Design down_timer_flat, sky130hd; sources not shown.
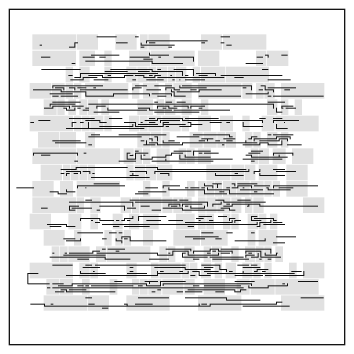
*Met1 routing, run 1*
Scale: 6 px per um. Cells faint in the background.
wire length on this layer: 1,560 um
nets with wire on the layer: 211
main direction: horizontal
longest straight run: 31.7 um
share of all routed wire: 49%
met1 global-route usage: 28.6%
wire length reported by the detailed router: 3.16 mm
via total after detailed routing: 1,289

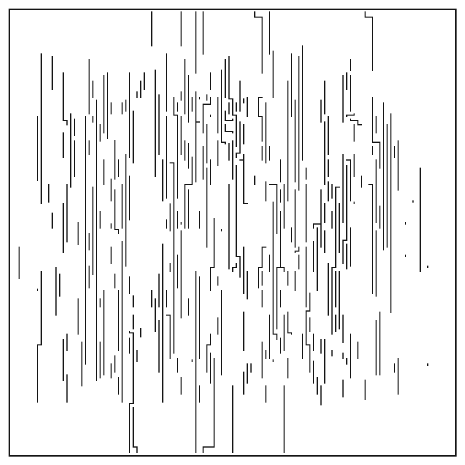
*Met2 routing, run 1*
Scale: 8 px per um.
longest straight run: 35.0 um
wire length on this layer: 1,450 um
main direction: vertical
share of all routed wire: 46%
nets with wire on the layer: 193
GR Util met2: 35.3%

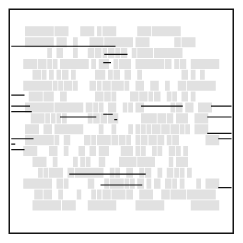
*Metal 3, run 1*
Scale: 4 px per um. Cells faint in the background.
share of all routed wire: 4.0%
longest straight run: 25.8 um
wire length on this layer: 127 um
main direction: horizontal
global routing usage on met3: 2.32%

==> run summary, run 1 <==
Flow results are below.

- The run finished with clean final reports.
- The yosys cell count is 189, for reference.
- The sequential share of cell area is 27.4%, for reference.
- On the worst setup and hold paths after CTS, the clock-pin slew comes to 0.12 ns.
- The area added between synthesis and finish is 24.6%, for reference.
- The top-area cell type share of the netlist area is 34.1%, for reference.
- The total half-perimeter wirelength after legalization and detailed placement is 2.47 mm, for reference.
- For this run, the post-layout net count is 232.
- Per the OpenROAD timing report, the critical path contains 11 cells.
- Once the clock tree was built, the resizer swapped 0 gates to a different size.
- The class of the most critical hold timing path is flop to flop, for reference.
- IR analysis of the VDD net gives a maximum drop of 0.362 mV.
- The area fraction in full adders, half adders and majority gates is 2.03%, for reference.
- The most critical hold endpoint after final layout shows a slack of 0.382 ns.
- The worst setup path is captured at a flop.
- The worst-path maximum fanout is 6, for reference.
- The CTS tree is built, for reference.
- In this run the deepest clock path goes through 2 buffers.
- The final routed DRC violation total is 0, for reference.
- Yosys reported that registers with async set or reset make up 0%.
- The synthesized instance count is 189, for reference.
- CTS built an H-tree with a depth of 1.
- The wire length on met1 is 1.56 mm, for reference.
- The largest cell class by area is combinational gates, for reference.
- The portion of the clock cycle consumed by the worst path in the final layout is 83.7%, for reference.
- Per the OpenROAD power report, switching power amounts to 0.277 mW.
- The clock tree cell share of total cell area is 1.79%, for reference.
- In the synthesis report, Yosys lists the chip area as 0.00123 sq mm.
- The synthesized area is 0.00123 sq mm, for reference.
- The worst register-to-register path has a depth of 11.
- Per the placement log, port buffering inserted 24 buffers.
- The number of antenna violations at the first check in global routing is 0, for reference.
- The clock reaches the later pin of the worst-skew pair after 0.31 ns.
- The number of vias per cell after detailed routing is 5.30, for reference.
- In the detailed route, the total length drawn on met3 is 126 um.
- By area the synthesized netlist is led by sky130_fd_sc_hd__dfxtp_1, sky130_fd_sc_hd__nand2_1, sky130_fd_sc_hd__inv_1.
- Tap insertion was completed with 28 tapcells.
- For the finished layout, the period the worst path requires is 1.84 ns.
- The most numerous cell in the Yosys netlist is sky130_fd_sc_hd__nand2_1, for reference.
- The first global-routing pass estimated 5.32 mm of wire.
- The commonest cells after synthesis are sky130_fd_sc_hd__nand2_1, sky130_fd_sc_hd__inv_1, sky130_fd_sc_hd__dfxtp_1.
- The main flop type after synthesis is sky130_fd_sc_hd__dfxtp_1, for reference.
- Per report_power, the combinational group accounts for 27.6% of the total.
- The core footprint is 0.00228 sq mm, for reference.
- The average routed wire per standard cell is 13.0 um, for reference.
- Summing all multiplexer cells gives an area fraction of 0%.
- The internal power component is 0.564 mW, for reference.
- Power attributed to sequential cells is 0.419 mW.
- The layout summary lists the proportion of cells stronger than drive strength 1 as 11.2%.
- The critical path in the final layout is reported with a setup slack of 0.358 ns.
- The fmax is 0.543 GHz, for reference.
- The cell taking the most area after synthesis is sky130_fd_sc_hd__dfxtp_1, for reference.
- The repair_antennas step left the layout with diodes totalling 0.
- The tightest slew margin relative to the limit is 71.9%, for reference.
- Setup repair after global routing left no endpoint under its margin.
- Of the synthesized area, sequential elements account for 34.1%.
- The flop-to-flop setup slack is 0.36 ns, for reference.
- The total global routing track utilization is 21.2%, for reference.
- Per the layout area report, the register area comes to 420 sq um.
- The area fraction in compound gates after synthesis is 16.4%, for reference.
- The via count of the first global-routing pass was 1,186.
- In this run the critical path is formed by inv_1, ha_1, inv_2, nand2_1, nand2_1, inv_1, nand2_2, nor2_1, nor2_2, nand3_1, a21oi_2.
- After its last routability iteration, the placer logged a weighted congestion of 0.934.
- The number of warning messages in the logs is 27, for reference.
- The layout inverter count without the clock tree is 34, for reference.
- The most common logic cell in the final layout is sky130_fd_sc_hd__nand2_1.
- There are 21 flip-flops and latches.
- The met2 wire length is 1.45 mm, for reference.
- The OpenROAD report gives the critical path a data arrival time of 2.00 ns.
- The data required time of the worst path is 2.35 ns, for reference.
- The buffering stage count on the worst path with inverters included is 3, for reference.
- Each instance of the synthesized netlist takes up on average 6.52 sq um.
- The power dissipated in the clock network is 0.190 mW, for reference.
- Of the combinational cells, the family taking the most area is simple AND/OR/NAND/NOR gates.
- Counting endpoints that fail hold in the final report gives 0.
- The highest-power group is sequential cells, for reference.
- The pin count of the biggest net entering global routing is 16, for reference.
- The cell-mix breakdown from Yosys lists the XOR/XNOR area share as 0.711%.
==> run 2: changes to the inputs <==
clock period = 1.75 ns   (was 2.2 ns; I/O delays follow)
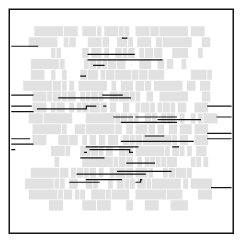
*Metal 3, run 2*
Scale: 4 px per um. Cells faint in the background.
main direction: horizontal
wire length on this layer: 279 um
share of all routed wire: 8.6%
wire length reported by the detailed router: 3.24 mm
via total after detailed routing: 1,344
global routing usage on met3: 3.71%

==> run 2 against run 1 <==
  * Sequential power increased by 26%
  * Die area unchanged
  * First-iteration DRC count increased by 35%
  * Cell area increased by 5.7%
  * Clock power increased by 24%
  * Via count increased by 4.3%
  * Sequential share of layout area decreased by 1.3 points
  * Critical path depth decreased by 10
==> run summary, run 2 <==
Flow results are below.

- The first-pass GRT wire length is 5.33 mm (+0.13%).
- The synthesized area was 0.00123 sq mm (unchanged).
- The most numerous cell in the Yosys netlist is sky130_fd_sc_hd__nand2_1, for reference.
- The fraction of synthesized cell area in xor and xnor cells is 0.711% (unchanged), for reference.
- The worst setup slack after layout was 0.0978 ns (-0.260 ns).
- The flow ran to the end, and the final reports show no timing, DRC or antenna violations.
- The H-tree level count was 1 (unchanged).
- The fraction of layout cells with a size suffix above 1 came to 17.9% (+6.8 points).
- The number of tap cells added at floorplan is 28 (unchanged).
- Of all cell types, the one taking the most synthesized area is sky130_fd_sc_hd__dfxtp_1.
- The share of synthesized area occupied by flip-flops and latches was 34.1% (unchanged).
- The post-cts sizing count came to 0 (unchanged).
- The multiplexer share of the synthesized area came to 0% (unchanged).
- The fmax is 0.605 GHz, for reference.
- The worst hold margin came to 0.352 ns (-0.0301 ns).
- The number of warning messages in the logs was 27 (unchanged).
- The top-area cell type share of the netlist area is 34.1% (unchanged), for reference.
- The power dissipated in the clock network came to 0.236 mW (+24%).
- The largest cell class by area is combinational gates, for reference.
- The internal power component is 0.727 mW (+29%), for reference.
- The synthesis report lists the most area-consuming cells as sky130_fd_sc_hd__dfxtp_1, sky130_fd_sc_hd__nand2_1, sky130_fd_sc_hd__inv_1.
- The commonest non-fill, non-tap cell in the layout is sky130_fd_sc_hd__nand2_1, for reference.
- The tightest slew margin relative to the limit is 73.7% (+1.8 points), for reference.
- The CTS tree is built, for reference.
- The instance count on the critical path came to 1 (-10).
- The time the worst path needs with I/O delays and setup is 1.65 ns, for reference.
- The fraction of met1 tracks used by global routing was 29.0% (+0.41 points).
- The total half-perimeter wirelength after legalization and detailed placement was 2.52 mm (+1.8%).
- The core footprint is 0.00228 sq mm (unchanged), for reference.
- The area fraction in compound gates after synthesis was 16.4% (unchanged).
- The total global routing track utilization was 21.0% (-0.21 points).
- The layout inverter count without the clock tree is 34 (unchanged), for reference.
- The via count of the first global-routing pass was 1,232 (+3.9%).
- The pin count of the biggest net entering global routing is 16 (unchanged), for reference.
- The combinational power share was 29.7% (+2.1 points).
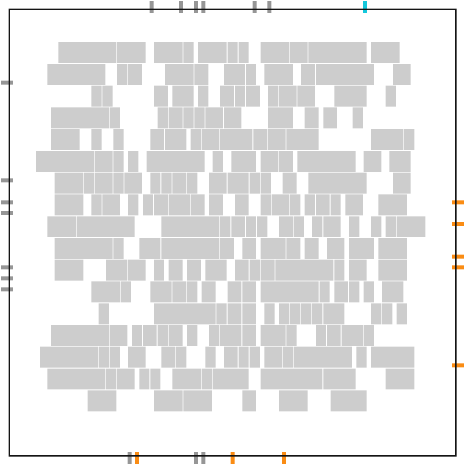
*Pin map, run 2*
Scale: 8 px per um. Pins as bars across the die edge, other pins in grey.
| port | colour | pins | direction | edge |
|---|---|---|---|---|
| `bus_tc` | cyan | 1 | output | north |
| `bus_cnt` | orange | 8 | output | 5 east, 3 south |
all pins by edge: 7 north, 7 west, 6 south, 5 east
number of port buffers: 24
horizontal die dimension: 55.6 um

Power figures rest on the tool's default switching activity, not on a simulated workload.
